### src/rtl/ble_cfg_lut.sv
// ble_cfg_lut -- configurable basic logic element (BLE).
//
// A K-input look-up table followed by an optional output flip-flop. Both are
// programmed through a serial configuration shift register that can be
// daisy-chained: cfg_dout of one BLE drives cfg_din of the next.
//
// Configuration register layout (cfg_sr, CFG_W bits; bit 0 is shifted in first):
//   [2^K-1:0]  LUT truth table, indexed by lut_in
//   [2^K]      FF_EN   - 1: ble_out comes from the flip-flop, 0: straight from the LUT
//   [2^K+1]    FF_INIT - flip-flop value when the load ends
//
// Ports:
//   clk       fabric clock, rising edge
//   rst_n     asynchronous active-low reset
//   cfg_en    configuration shift enable
//   cfg_din   serial configuration data in
//   cfg_dout  serial configuration data out (cfg_sr[0]) to the next BLE
//   cfg_done  high once a full CFG_W-bit configuration has been loaded
//   lut_in    LUT select inputs (K bits)
//   ce        flip-flop clock enable
//   ble_out   BLE output; forced to 0 while unconfigured or while shifting
module ble_cfg_lut #(
  parameter int K     = 4,
  parameter int CFG_W = (1 << K) + 2   // derived from K; do not override
) (
  input  logic         clk,
  input  logic         rst_n,
  input  logic         cfg_en,
  input  logic         cfg_din,
  output logic         cfg_dout,
  output logic         cfg_done,
  input  logic [K-1:0] lut_in,
  input  logic         ce,
  output logic         ble_out
);

  localparam int LUT_N = 1 << K;
  localparam int CNT_W = $clog2(CFG_W + 1);
  localparam logic [CNT_W-1:0] CNT_FULL = CNT_W'(CFG_W);
  localparam logic [CNT_W-1:0] CNT_ONE  = CNT_W'(1);

  logic [CFG_W-1:0] cfg_sr_q,   cfg_sr_d;
  logic [CNT_W-1:0] cfg_cnt_q,  cfg_cnt_d;
  logic             cfg_en_q,   cfg_en_d;
  logic             cfg_done_q, cfg_done_d;
  logic             ff_q,       ff_d;

  logic [LUT_N-1:0] lut_tt;
  logic             ff_en;
  logic             lut_val;
  logic             usable;

  assign lut_tt  = cfg_sr_q[LUT_N-1:0];
  assign ff_en   = cfg_sr_q[LUT_N];
  assign lut_val = lut_tt[lut_in];

  // Outputs are only meaningful with a complete configuration and no shift in
  // progress; raising cfg_en gates ble_out off in the same cycle.
  assign usable   = cfg_done_q & ~cfg_en;
  assign ble_out  = usable ? (ff_en ? ff_q : lut_val) : 1'b0;
  assign cfg_dout = cfg_sr_q[0];
  assign cfg_done = cfg_done_q;

  always_comb begin
    // NOTE: every always_comb output gets a default first so no path can leave
    // it unassigned, which would infer a latch.
    cfg_sr_d  = cfg_sr_q;
    cfg_cnt_d = cfg_cnt_q;
    ff_d      = ff_q;
    cfg_en_d  = cfg_en;

    if (cfg_en) begin
      cfg_sr_d = {cfg_din, cfg_sr_q[CFG_W-1:1]};
      // A rising cfg_en opens a new session: this edge is shift number one.
      if (!cfg_en_q) begin
        cfg_cnt_d = CNT_ONE;
      end else if (cfg_cnt_q != CNT_FULL) begin
        cfg_cnt_d = cfg_cnt_q + CNT_ONE;
      end
      // The flop tracks the serial stream, so it holds FF_INIT (the last bit
      // shifted) when the load ends. Configuration overrides ce.
      ff_d = cfg_din;
    end else if (cfg_done_q && ce) begin
      ff_d = lut_val;
    end

    // Registered from the next count so cfg_done rises on the edge of the
    // CFG_W-th shift and drops on the edge that opens a new session.
    cfg_done_d = (cfg_cnt_d == CNT_FULL);
  end

  always_ff @(posedge clk or negedge rst_n) begin
    // NOTE: sequential state uses non-blocking assignments so every flop
    // samples the pre-edge values, independent of statement order.
    if (!rst_n) begin
      cfg_sr_q   <= '0;
      cfg_cnt_q  <= '0;
      cfg_en_q   <= 1'b0;
      cfg_done_q <= 1'b0;
      ff_q       <= 1'b0;
    end else begin
      cfg_sr_q   <= cfg_sr_d;
      cfg_cnt_q  <= cfg_cnt_d;
      cfg_en_q   <= cfg_en_d;
      cfg_done_q <= cfg_done_d;
      ff_q       <= ff_d;
    end
  end

endmodule

### config.mk
export PLATFORM = sky130hd
export DESIGN_NAME = ble_cfg_lut
export DESIGN_NICKNAME = d
export VERILOG_FILES = /design/src/rtl/ble_cfg_lut.sv
export SDC_FILE = /design/constraint.sdc
export NUM_CORES = 1
export LEC_CHECK = 0
export CORE_MARGIN = 5
export CORE_UTILIZATION = 45
export CTS_CLUSTER_DIAMETER = 30
export CTS_CLUSTER_SIZE = 20
export DETAILED_ROUTE_END_ITERATION = 8
export HOLD_SLACK_MARGIN = 0.03
export PLACE_DENSITY = 0.75
export SYNTH_ARGS = -nofsm -noshare
export SYNTH_HDL_FRONTEND = slang
export SYNTH_SLANG_ARGS = --single-unit
### constraint.sdc
create_clock -name clk -period 1.74 [get_ports clk]
set_input_delay 0.261 -clock clk [delete_from_list [all_inputs] [get_ports clk]]
set_output_delay 0.261 -clock clk [all_outputs]
set_load 0.01 [all_outputs]
Run 1, PDN straps and rails:
Pins as bars on the die edge. Tap cells in gray.
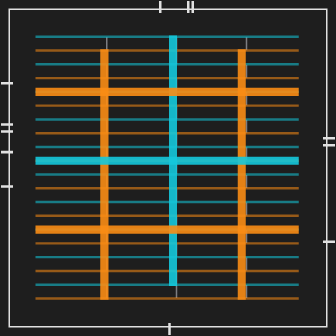
VDD -> cyan
VSS -> orange
signal pins = 12
met4 straps = 3
rows = 19
met1 rails = 20
met5 straps = 3

Run 1, placed cells, one color a class:
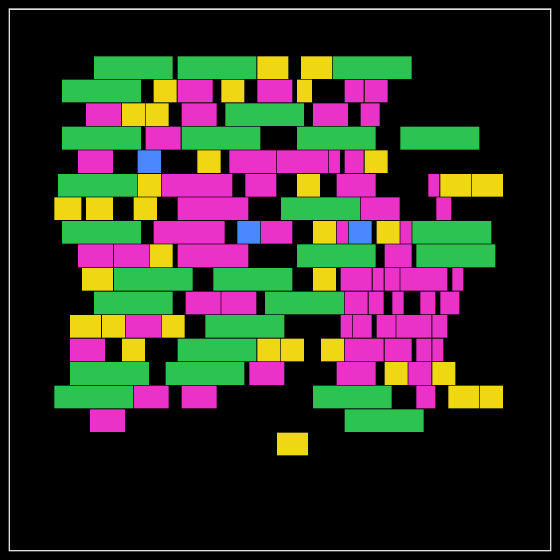
flops -> green  # cells 26
combinational and other logic -> magenta  # cells 59
clock drivers -> blue  # cells 3
other buffers and delay cells -> yellow  # cells 33

Run 1, clock network drawn from the DEF:
Scale bar: 20 um.
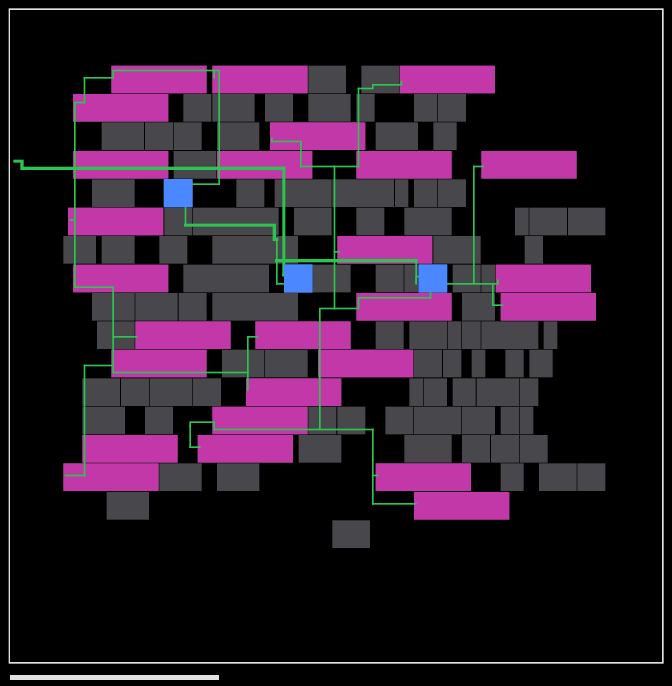
clock wires -> green  # length 289 um
clock drivers -> blue  # count 3
flip-flops -> magenta  # count 26
routed clock nets = 4

Run 1, signal wires by layer:
Scale bar: 20 um.
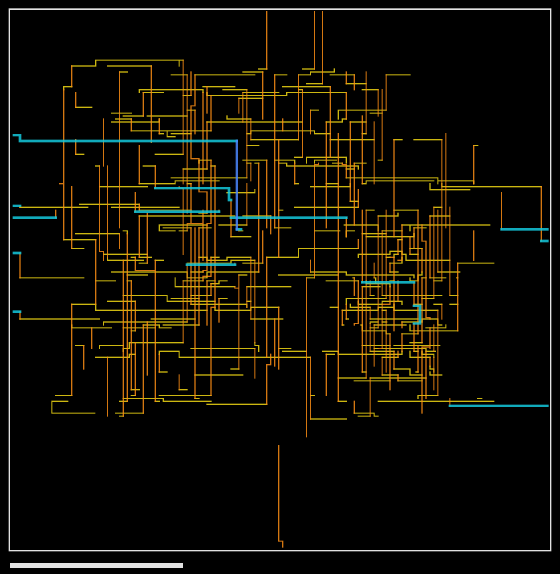
metal 2 -> orange  # wire length 1160 um
metal 3 -> cyan  # wire length 98.8 um
metal 1 -> yellow  # wire length 946 um
metal 4 -> blue  # wire length 10.2 um

==> flow_metrics.tcl, run 1 <==
# flow metrics
set metrics [dict create \
    final.period_utilization 1.14 \
    layout_setup_ws_ps -243 \
    hold_viol_final 0 \
    grt_first_pass_wirelength_um 3960 \
    setup.worst_path.class "flip-flop to primary output" \
    clock.fmax_ghz 0.504 \
    cts_root_buf "clkbuf_4" \
    hold_buffers 0 \
    die_y_um 62.4 \
    status "finished, violations left" \
    met3_usage 0.0360 \
    synth_flops 26 \
    combinationalPowerShare 0.362 \
    clkSlewWorstSetupHoldPaths_ps 130 \
    cap_violations 0 \
    wire_per_inst_um 14.6 \
    wirelength_um 2210 \
    rsz0062_at_grt "yes" \
    violations "negative setup slack" \
    diodes 0 \
    initial_core_util 0.460 \
    final_area_um2 1550 \
    hold_slack_ps 287 \
    gp_congestion 0.869 \
    slew_violations 0 \
    grt_max_degree 27 \
    r2r_cells 5 \
    yosysWarningCount 0 \
    io_pins 12 \
    fp.dieW_um 62.4 \
    start_kind "flip-flop" \
    cts.htree.levels 1 \
    crit-reg2reg-launch "cfg_cnt_q[0]$_DFF_PN0_" \
    worstMarginPinSlew_ps 323 \
    portBuffers 11 \
    p_sw_uw 504 \
    seq_area_um2 651 \
    synth_stat.cells 88 \
    ir_drop_mv 0.936 \
    arrival_ps 1720 \
    edf_count 0 \
    yosys.area.top_type "dfrtp_1" \
    core.rowCount 19 \
    grt_use_total 0.122 \
    busiest_layer "met2" \
    synthCells 88 \
    numCtsBuffers 3 \
    place_area_um2 1510 \
    syn_area_um2 1240 \
    num-nets-final 134 \
    endpoint "ble_out" \
    yosys_area_um2 1240 \
    yosysMostFrequentCell "dfrtp_1" \
    drive_gt1_frac 0.438 \
    coreArea_um2 2690 \
    crit_fanout 3 \
    setup_viol 1 \
    drtAntennaViolNets 0 \
    synthesis.nets 99 \
    cts_buffer_depth 2 \
    power.leakage_nw 0.715 \
    final.min_clock_period_ps 1980 \
    layout_top_cell "dfrtp_1" \
    cts_sinks 26 \
    firstDrtPassIters 4 \
    ff2ff_setup_slack_ps 110 \
    async_flop_share 1.00 \
    vias_per_cell 5.43 \
    grt_pass1_vias 895 \
    warning_count 29 \
    drtIter0Drc 39 \
    p_int_mw 1.31 \
    antenna_found_initial 0 \
    grt_remaining_overflow 0 \
    fin_skew_ps 7.59 \
    via_count 825 \
    dpl.hpwl_um 1630 \
    most-common-layout-cells "26 x dfrtp_1, 22 x buf_4, 17 x mux2_2" \
]
## run 1: state kept, by name, indices dropped and copies added (netlist names)
register,cells
cfg_sr_q,18
ff_q,1
cfg_en_q,1
cfg_done,1
cfg_cnt_q,5
## run 1: repair_timing
action,CTS,global route
setup buffers,1,2
gates resized,10,2
setup endpoints to repair,2,2
## run 1: logic make-up (layout without fill, tap and decap cells)
| family | Yosys count | count (layout) | share of synthesized area |
|---|---|---|---|
| buffers and inverters | 9 | 42 | 0.0304 |
| muxes | 24 | 24 | 0.268 |
| AOI/OAI and AO/OA | 14 | 14 | 0.0911 |
| and+or+nand+nor | 13 | 13 | 0.0638 |
| adders and majority gates | 2 | 2 | 0.0202 |
| DFF | 26 | 26 | 0.526 |
## run 1: critical path, cell delays in order (launching register included)
cell     delay [ps]
dfrtp_1         420
mux4_2          470
mux2i_1         150
mux2_4          170
o41ai_2          50
buf_2           140
## run 1: area by class of cell
class                   count  area share
repair buffers             33       0.173
well taps                  31      0.0251
multi-input cells          53       0.352
flip-flops and latches     26       0.421
clock buffers               3      0.0146
inverters                   6      0.0146
## run 1: power by group through the flow
stage,Clock (mW),Combinational (mW),Sequential (mW)
floorplan,0,0.316,0.884
global placement,0,0.579,0.911
detailed placement,0,0.611,0.913
CTS,0.261,0.644,0.905
finish,0.246,0.657,0.910
global route,0.291,0.725,0.929
## run 1: through the flow
| step | setup WS, ps | util | instances |
|---|---|---|---|
| after global routing | -364 | 0.576 | 152 |
| after floorplan | 234 | - | 88 |
| after detailed placement | -799 | 0.563 | 146 |
| after CTS | -272 | 0.569 | 150 |
| final | -243 | 0.576 | 152 |
| after global placement | -764 | 0.563 | 146 |
## run 1: layer usage
layer  wire [um]  vias to the layer above
met4          10                        0
met1         945                      411
met3          98                        2
met2        1160                       20
li1            -                      392
met5           0                        -
==> run 2: changes to the inputs <==
--- a/config.mk
+++ b/config.mk
@@ -5,6 +5,7 @@
 export SDC_FILE = /design/constraint.sdc
 export NUM_CORES = 1
 export LEC_CHECK = 0
+export ABC_AREA = 1
 export CORE_MARGIN = 5
 export CORE_UTILIZATION = 45
 export CTS_CLUSTER_DIAMETER = 30
==> constraint.sdc (replaced) <==
create_clock -name clk -period 2.3 [get_ports clk]
set_input_delay 0.345 -clock clk [delete_from_list [all_inputs] [get_ports clk]]
set_output_delay 0.345 -clock clk [all_outputs]
set_load 0.01 [all_outputs]
==> run 2 against run 1 <==
  * The run now ends clean
  * Clock skew fell by 4.4 ps
  * Cell count rose by 38%
  * Flip-flop count did not move
  * Cell area fell by 4.3%
  * Combinational power fell by 72%
  * Sequential share of layout area rose by 1.9 points
  * Die area rose by 3.5%
  * Register-to-register slack improved by 850 ps
  * Critical endpoint unchanged
==> flow_metrics.tcl, run 2 <==
# flow metrics
set metrics [dict create \
    cts_root_buf "clkbuf_4" \
    diodes 0 \
    met3_usage 0.0195 \
    warning_count 27 \
    synth_stat.cells 167 \
    drtAntennaViolNets 0 \
    wirelength_um 2420 \
    power.leakage_nw 0.772 \
    end_kind "primary output" \
    wl_met3_um 92 \
    hold_slack_ps 369 \
    worstMarginPinSlew_ps 358 \
    postSynthSeqShare 0.505 \
    status "finished, final reports clean" \
    cts.htree.levels 1 \
    r2r_cells 9 \
    setup.worst_path.class "input port to primary output" \
    clkSlewWorstSetupHoldPaths_ps 140 \
    yosys.area.top_type "dfrtp_1" \
    grt_pass1_vias 1038 \
    busiest_layer "met2" \
    crit_path_max_incr_delay_ps 540 \
    edf_count 0 \
    wire_per_inst_um 11.5 \
    syn_area_um2 1290 \
    path_cells "clkdlybuf4s50_1 -> buf_6 -> nand2_1 -> nand3_1 -> nand3_1 -> nand3_1 -> nand3_1 -> nand2_1 -> inv_1 -> dlygate4sd2_1" \
    crit_fanout 8 \
    io_pins 12 \
    ff2ff_setup_slack_ps 960 \
    fin_skew_ps 3.21 \
    core.rowCount 19 \
    p_int_uw 765 \
    firstDrtPassIters 4 \
    grt_use_total 0.132 \
    drive_gt1_frac 0.0670 \
    met1_length_um 1130 \
    pre_cts_slack_ps -106 \
    synthCells 167 \
    synthesis.nets 178 \
    cts_buffer_depth 2 \
    numCtsBuffers 3 \
    clock.fmax_ghz 0.460 \
    path_common_cell "nand3_1" \
    via_count 1030 \
    arrival_ps 1830 \
    hold_viol_final 0 \
    endpoint "ble_out" \
    slew_violations 0 \
    yosys-top-cells-count "54 x nand2_1, 28 x inv_1, 26 x dfrtp_1" \
    start_kind "input port" \
    crit-reg2reg-launch "cfg_cnt_q[0]$_DFF_PN0_" \
    antenna_found_initial 0 \
    final.period_utilization 0.946 \
    grt_first_pass_wirelength_um 4430 \
    portBuffers 11 \
    num-nets-final 191 \
    yosysWarningCount 0 \
    power_density_nw_per_um2 707 \
    most-common-layout-cells "54 x nand2_1, 28 x inv_1, 26 x dfrtp_1" \
    combinationalPowerShare 0.175 \
    dpl.hpwl_um 1770 \
    grt_max_degree 44 \
    largest_reg_flops 18 \
    p_seq_frac 0.529 \
    grt_remaining_overflow 0 \
    dr_wl_met2_um 1170 \
    crit_slowest_cell "clkdlybuf4s50_1" \
    seq_area_um2 651 \
    drtIter0Drc 63 \
    cap_violations 0 \
    async_flop_share 1.00 \
    vias_per_cell 4.90 \
    rsz0062_at_grt "no" \
    yosys_area_um2 1290 \
    setup_viol 0 \
    top_layer_used "met4" \
    gp_congestion 0.858 \
    yosysMostFrequentCell "nand2_1" \
    regMostFlops "cfg_sr_q" \
    reg_top3 "cfg_sr_q x18, cfg_cnt_q x5" \
    initial_core_util 0.467 \
    post_cts_buffers 0 \
    final.min_clock_period_ps 2180 \
    synth_flops 26 \
    layout_setup_ws_ps 125 \
    p_sw_uw 281 \
]
run 2: power by group through the flow:
| stage | registers [mW] | clock network, mW | logic, mW |
|---|---|---|---|
| 2_1_floorplan | 0.554 | 0 | 0.125 |
| 3_3_place_gp | 0.559 | 0 | 0.176 |
| 3_5_place_dp | 0.563 | 0 | 0.184 |
| 4_1_cts | 0.554 | 0.321 | 0.186 |
| 5_1_grt | 0.562 | 0.337 | 0.216 |
| 6_report | 0.553 | 0.310 | 0.183 |
run 2: timing repair:
| item | CTS | global route |
|---|---|---|
| hold endpoints to repair | 0 | 0 |
| resized | 1 | 1 |
| endpoints found under the setup margin | 1 | 1 |
| hold buffers | 0 | 0 |
run 2: kinds of logic (layout without fill, tap and decap cells):
family,after synthesis,after routing,synth area share
simple gates,82,82,0.270
buf+inv,36,48,0.116
xor+xnor,1,1,0.00680
fa+ha+maj,2,2,0.0194
flops,26,26,0.505
compound gates,20,20,0.0826
run 2: area by class of cell:
| class | count | share of cell area |
|---|---|---|
| Clock buffer | 3 | 0.0152 |
| Clock inverter | 1 | 0.0203 |
| Inverter | 30 | 0.0778 |
| Multi-Input combinational cell | 105 | 0.330 |
| Sequential cell | 26 | 0.440 |
| Tap cell | 31 | 0.0262 |
| Timing Repair Buffer | 14 | 0.0913 |
run 2: worst max-delay path: cells and delay by family:
family | cells | cell delay (ps)
and+or+nand+nor | 6 | 470
buffers and inverters | 4 | 990
run 2: through the flow:
stage,power (mW),TNS [ps],instances,util,area (um^2)
after global placement,0.735,-56.7,206,0.517,1430
after detailed placement,0.747,-106,206,0.517,1430
final,1.05,0,210,0.537,1480
after CTS,1.06,0,210,0.535,1480
after floorplan,0.679,0,167,-,1290
after global routing,1.12,0,210,0.537,1480
Run 2, PDN straps and rails:
Pins as bars on the die edge. Tap cells in gray.
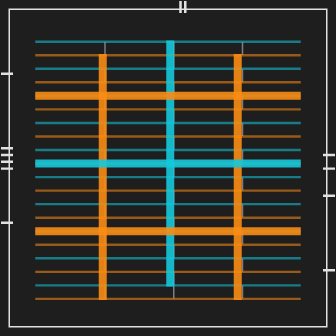
core box area: 2760 um^2
die width: 63.5 um
die height: 63.5 um
Peak supply drop: 0.514 mV

Run 2, placed cells, one color a class:
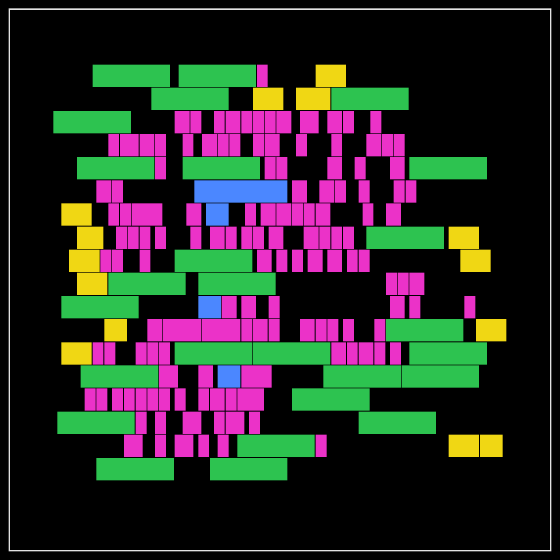
flops -> green  # cells 26
clock drivers and dummy loads -> blue  # cells 4
combinational and other logic -> magenta  # cells 135
other buffers and delay cells -> yellow  # cells 14

Power and IR drop assume default switching activity.
